<file path="config.mk">
export PLATFORM = sky130hd
export DESIGN_NAME = uart_word_tx
export DESIGN_NICKNAME = d
export VERILOG_FILES = /design/src/rtl/uart_pkg.sv /design/src/rtl/word_fifo.sv /design/src/rtl/uart_word_tx.sv
export SDC_FILE = /design/constraint.sdc
export NUM_CORES = 1
export LEC_CHECK = 0
export CAP_MARGIN = 25
export CORE_UTILIZATION = 45
export DETAILED_ROUTE_END_ITERATION = 6
export GPL_TIMING_DRIVEN = 0
export PLACE_DENSITY = 0.62
export SETUP_SLACK_MARGIN = 0.15
export SLEW_MARGIN = 10
export SYNTH_ARGS = -nofsm -noshare
export SYNTH_HDL_FRONTEND = slang
export SYNTH_SLANG_ARGS = --single-unit
</file>
<file path="constraint.sdc">
create_clock -name clk -period 8.6 [get_ports clk]
set_clock_uncertainty 0.2 [all_clocks]
set_input_delay 1.72 -clock clk [delete_from_list [all_inputs] [get_ports clk]]
set_output_delay 1.72 -clock clk [all_outputs]
set_load 0.01 [all_outputs]
</file>
<file path="src/rtl/uart_pkg.sv">
// Shared types and constants for the debug/programming UART.
package uart_pkg;

    typedef enum logic [2:0] {
        IDLE,
        LOAD,
        START,
        DATA,
        STOP
    } tx_state_t;

    localparam int unsigned UART_CLK_DIV_115200 = 868;

endpackage

</file>
<file path="src/rtl/word_fifo.sv">
// Circular word FIFO with registered full/empty flags and a synchronous active-low reset.
module word_fifo #(
    parameter int unsigned WIDTH = 32,
    parameter int unsigned DEPTH = 4
) (
    input  logic                   clk,
    input  logic                   rst_n,
    input  logic                   push,
    input  logic [WIDTH-1:0]       push_data,
    input  logic                   pop,
    output logic [WIDTH-1:0]       pop_data,
    output logic                   full,
    output logic                   empty,
    output logic [$clog2(DEPTH):0] count,
    output logic [$clog2(DEPTH):0] count_next
);

    localparam int unsigned PTR_W = $clog2(DEPTH);
    localparam int unsigned CNT_W = PTR_W + 1;

    logic [WIDTH-1:0] mem [DEPTH];
    logic [PTR_W-1:0] wr_ptr;
    logic [PTR_W-1:0] rd_ptr;
    logic             do_push;
    logic             do_pop;

    assign do_push  = push && !full;
    assign do_pop   = pop && !empty;
    assign pop_data = mem[rd_ptr];

    always_comb begin
        count_next = count + CNT_W'(do_push) - CNT_W'(do_pop);
    end

    always_ff @(posedge clk) begin
        if (do_push) begin
            mem[wr_ptr] <= push_data;
        end
    end

    // Flags are registered from the next count so they always agree with count.
    always_ff @(posedge clk) begin
        if (!rst_n) begin
            wr_ptr <= '0;
            rd_ptr <= '0;
            count  <= '0;
            full   <= 1'b0;
            empty  <= 1'b1;
        end else begin
            if (do_push) begin
                wr_ptr <= wr_ptr + 1'b1;
            end
            if (do_pop) begin
                rd_ptr <= rd_ptr + 1'b1;
            end
            count <= count_next;
            full  <= (count_next == CNT_W'(DEPTH));
            empty <= (count_next == '0);
        end
    end

endmodule

</file>
<file path="src/rtl/uart_word_tx.sv">
// UART word transmitter: buffers 32-bit words and sends each as four 8N1 frames, LSB byte first.
module uart_word_tx
    import uart_pkg::*;
#(
    parameter int unsigned CLK_DIV    = UART_CLK_DIV_115200,
    parameter int unsigned FIFO_DEPTH = 4
) (
    input  logic                        clk,
    input  logic                        Rst,
    input  logic [31:0]                 word_in,
    input  logic                        word_valid,
    output logic                        word_ready,
    output logic                        tx,
    output logic                        busy,
    output logic [$clog2(FIFO_DEPTH):0] fifo_count
);

    localparam int unsigned BAUD_W = $clog2(CLK_DIV);

    tx_state_t                    state_q;
    logic [BAUD_W-1:0]            baud_q;
    logic [2:0]                   bit_idx_q;
    logic [1:0]                   byte_idx_q;
    logic [31:0]                  shifter_q;
    logic                         tx_q;
    logic                         busy_q;
    logic                         run_q;

    logic                         push;
    logic                         pop;
    logic [31:0]                  pop_data;
    logic                         fifo_full;
    logic                         fifo_empty;
    logic [$clog2(FIFO_DEPTH):0]  count_next;
    logic                         baud_done;
    logic                         idle_next;
    logic                         line_bit;

    assign word_ready = run_q && !fifo_full;
    assign push       = word_valid && word_ready;
    assign pop        = (state_q == LOAD);
    assign baud_done  = (baud_q == BAUD_W'(CLK_DIV - 1));
    assign tx         = tx_q;
    assign busy       = busy_q;

    word_fifo #(
        .WIDTH (32),
        .DEPTH (FIFO_DEPTH)
    ) u_fifo (
        .clk        (clk),
        .rst_n      (Rst),
        .push       (push),
        .push_data  (word_in),
        .pop        (pop),
        .pop_data   (pop_data),
        .full       (fifo_full),
        .empty      (fifo_empty),
        .count      (fifo_count),
        .count_next (count_next)
    );

    always_comb begin
        idle_next = ((state_q == IDLE) && fifo_empty) ||
                    ((state_q == STOP) && baud_done && (byte_idx_q == 2'd3) && fifo_empty);
    end

    always_comb begin
        line_bit = 1'b1;
        case (state_q)
            START:   line_bit = 1'b0;
            DATA:    line_bit = shifter_q[bit_idx_q];
            default: line_bit = 1'b1;
        endcase
    end

    // tx is registered from the current state, so the line trails the FSM by one cycle.
    always_ff @(posedge clk) begin
        if (!Rst) begin
            state_q    <= IDLE;
            baud_q     <= '0;
            bit_idx_q  <= '0;
            byte_idx_q <= '0;
            shifter_q  <= '0;
            tx_q       <= 1'b1;
            busy_q     <= 1'b0;
            run_q      <= 1'b0;
        end else begin
            run_q  <= 1'b1;
            tx_q   <= line_bit;
            busy_q <= !idle_next || (count_next != '0);
            case (state_q)
                IDLE: begin
                    baud_q <= '0;
                    if (!fifo_empty) begin
                        state_q <= LOAD;
                    end
                end
                LOAD: begin
                    shifter_q  <= pop_data;
                    byte_idx_q <= '0;
                    baud_q     <= '0;
                    state_q    <= START;
                end
                START: begin
                    if (baud_done) begin
                        baud_q    <= '0;
                        bit_idx_q <= '0;
                        state_q   <= DATA;
                    end else begin
                        baud_q <= baud_q + 1'b1;
                    end
                end
                DATA: begin
                    if (baud_done) begin
                        baud_q <= '0;
                        if (bit_idx_q == 3'd7) begin
                            state_q <= STOP;
                        end else begin
                            bit_idx_q <= bit_idx_q + 1'b1;
                        end
                    end else begin
                        baud_q <= baud_q + 1'b1;
                    end
                end
                STOP: begin
                    if (baud_done) begin
                        baud_q <= '0;
                        if (byte_idx_q != 2'd3) begin
                            byte_idx_q <= byte_idx_q + 1'b1;
                            shifter_q  <= {8'h00, shifter_q[31:8]};
                            state_q    <= START;
                        end else if (!fifo_empty) begin
                            state_q <= LOAD;
                        end else begin
                            state_q <= IDLE;
                        end
                    end else begin
                        baud_q <= baud_q + 1'b1;
                    end
                end
                default: state_q <= IDLE;
            endcase
        end
    end

endmodule

</file>
**Run 1: register map, names as in the netlist**

Other sequential cells in the stronger grey, the rest of the logic in the fainter grey.
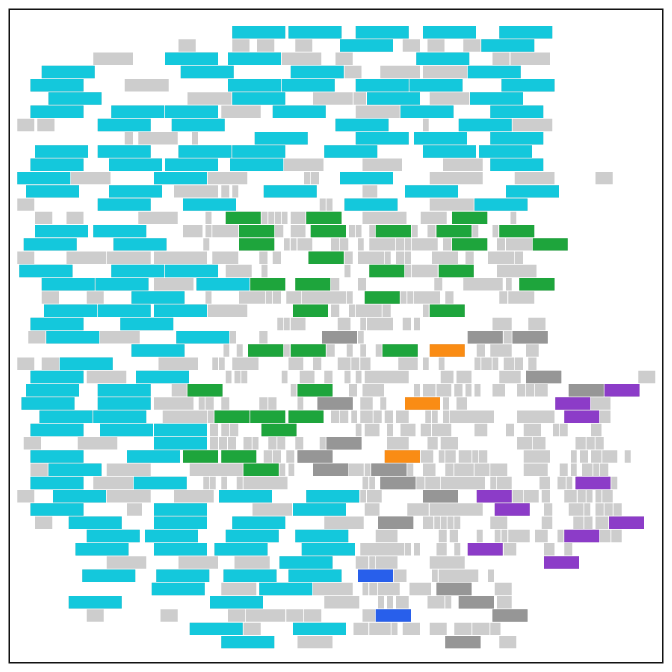
- green: shifter_q (flops 32; where middle)
- blue: u_fifo.wr_ptr (flops 2)
- purple: baud_q (flops 10; where bottom right)
- cyan: u_fifo.mem (flops 128; where spread over the die)
- orange: state_q (flops 3)
- not coloured: 17

**Run 1: clock distribution**

The bar under the picture is 50 um long.
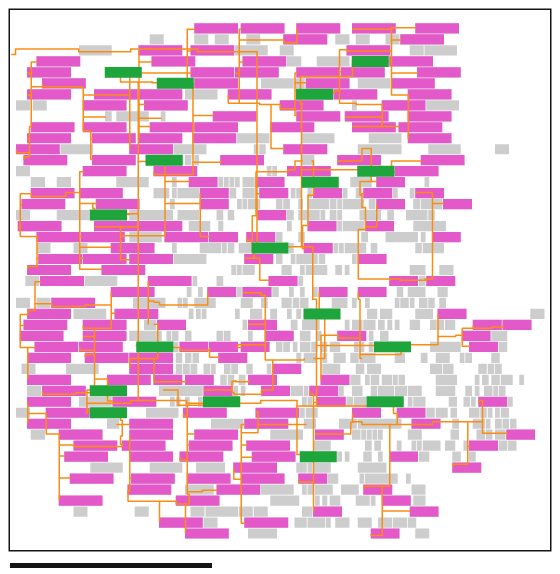
- green: clock drivers (count 17)
- orange: clock wires (length 2070 um)
- magenta: flip-flops (count 192)
- routed clock nets: 18
- flops lie: spread over the die

**Run 1: track usage over the die**

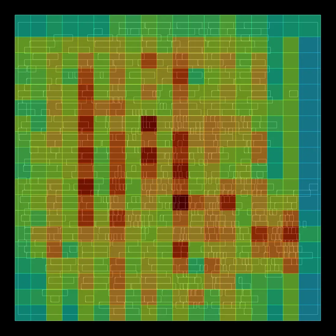
final core occ: 54.9%
global-route track usage on met1: 23.9%

**Run 1: signal wires on met4**

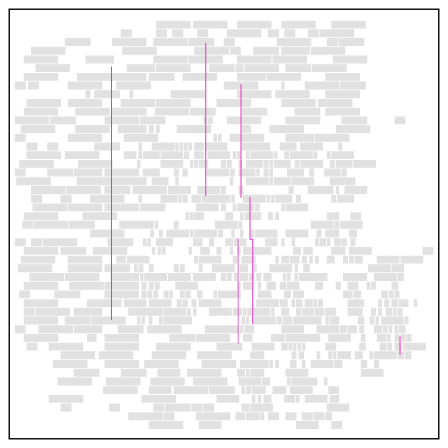
- share of all routed wire: 1.6%
- main direction: vertical
- nets with wire on the layer: 4
- wire length on this layer: 240 um
- longest straight run: 78.9 um

==> reports/qor.txt, run 1 <==
Share of layout cells above drive strength 1: 17.7%
Core region area: 16800 sq um
Basic Gates by Area: 8.25%
Count of input and output buffers: 40
Tot Pwr: 2.47 mW
Late-Pin Clk Latency: 0.43 ns
Pwr per Cell Area: 268 nW/um^2
Power in sequential cells: 1.15 mW
Ys async rst share: 0%
Longest Clk Path Bufs: 2
DR iter-0 viols: 286
Clk root buf: clkbuf_16
Top flop regs: u_fifo.mem: 128 flops, shifter_q: 32 flops, baud_q: 10 flops
Cts hold-fix bufs: 0
Clock Sinks: 192
GR Util All Layers: 18.2%
Status: complete, no violations
Seq/total area: 55.7%
Yosys xor share: 0.624%
Count leader, synth: edfxtp_1
Top Metal Used: met4
Dominant logic cell type in the layout: edfxtp_1
Adder share: 1.86%
Part of the power in registers: 46.4%
Top non-seq family: AND-OR/OR-AND gates
WL met3: 503 um
Cycle use final: 42.7%
Gpl congestion: 0.840
Gr ovfl total: 0
Initial antenna violation count: 0
Final setup margin: 4.93 ns
Share of total power in the clock network: 34.0%
Synth Warn #: 0
Critical path's slowest cell: clkdlybuf4s50_1
Post-Syn Area: 7810 sq um
Area share, top type: 49.2%
Flop count: 192
Maximum achievable frequency: 273 MHz
Mux cell area share: 10.2%
Fill count: 1353
Fin crit period: 3.67 ns
Worst R2R Path Depth: 11
--- run 2 (diff from run 1) ---
PLACE_DENSITY = 0.64   (was 0.62)
clock period = 3.05 ns   (was 8.6 ns; I/O delays follow)
==> reports/qor.txt, run 2 <==
Tot Pwr: 6.70 mW
Yosys xor share: 0.624%
Worst R2R Path Depth: 11
Basic Gates by Area: 8.25%
Final setup margin: 0.283 ns
Late-Pin Clk Latency: 0.42 ns
Fill count: 1369
Critical path's slowest cell: nor4b_4
Top flop regs: u_fifo.mem: 128 flops, shifter_q: 32 flops, baud_q: 10 flops
Ys async rst share: 0%
GR Util All Layers: 18.2%
Count leader, synth: edfxtp_1
Clock Sinks: 192
Maximum achievable frequency: 361 MHz
Fin crit period: 2.77 ns
Mux cell area share: 10.2%
Top non-seq family: AND-OR/OR-AND gates
Part of the power in registers: 48.3%
Gpl congestion: 0.814
Post-Syn Area: 7810 sq um
Core region area: 16800 sq um
Synth Warn #: 0
Power in sequential cells: 3.24 mW
Cts hold-fix bufs: 0
Initial antenna violation count: 0
Pwr per Cell Area: 733 nW/um^2
Share of total power in the clock network: 31.0%
Global-route track usage on met1: 23.6%
Final core occ: 54.6%
Hold Path Cell Cnt: 2
Gr ovfl total: 0
Cycle use final: 90.7%
Well tap count: 220
Seq/total area: 56.0%
Status: complete, no violations
Count of input and output buffers: 40
Adder share: 1.86%
Longest Clk Path Bufs: 2
Share of layout cells above drive strength 1: 18.2%
Area share, top type: 49.2%
Clk root buf: clkbuf_16
**Run 2: clock distribution**

The bar under the picture is 50 um long.
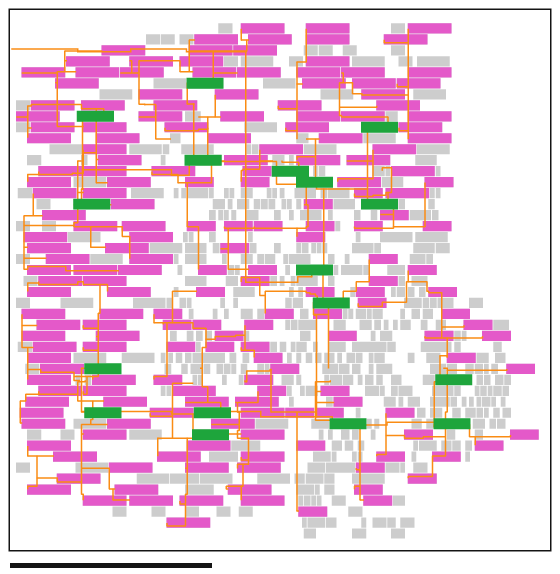
- orange: clock wires (length 2070 um)
- magenta: flip-flops (count 192)
- green: clock drivers (count 17)
- routed clock nets: 18
- flops lie: spread over the die

**Run 2: track usage over the die**

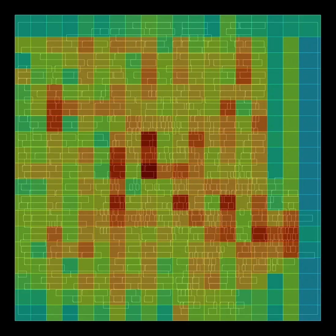

--- run 3 (diff from run 2) ---
SKIP_CTS_REPAIR_TIMING = 1   (was default)
**Run 3: track usage over the die**

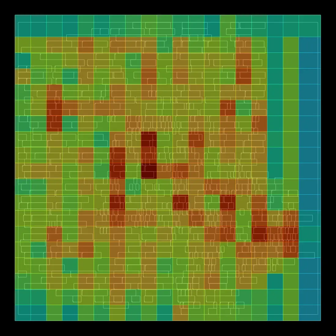
met2 track demand over resource: 30.2%
GR met3 Demand/Resource: 4.08%
final core occ: 54.5%
GR Util All Layers: 18.2%
gr busiest metal: met2

==> reports/qor.txt, run 3 <==
Status: complete, no violations
Pwr per Cell Area: 733 nW/um^2
Ys async rst share: 0%
Basic Gates by Area: 8.25%
Global-route track usage on met1: 23.4%
WL met3: 699 um
Top flop regs: u_fifo.mem: 128 flops, shifter_q: 32 flops, baud_q: 10 flops
Part of the power in registers: 48.3%
Seq/total area: 56.1%
Late-Pin Clk Latency: 0.43 ns
Top Metal Used: met4
Post-Syn Area: 7810 sq um
Mux cell area share: 10.2%
Initial antenna violation count: 0
Share of total power in the clock network: 31.1%
Tot Pwr: 6.70 mW
Critical path's slowest cell: dfxtp_1
Flop count: 192
Worst R2R Path Depth: 11
DR iter-0 viols: 284
Maximum achievable frequency: 361 MHz
Final setup margin: 0.277 ns
Dominant logic cell type in the layout: edfxtp_1
Hold Path Cell Cnt: 2
Count of input and output buffers: 40
Yosys xor share: 0.624%
Fin crit period: 2.77 ns
Longest Clk Path Bufs: 2
Power figures rest on the tool's default switching activity, not on a simulated workload.
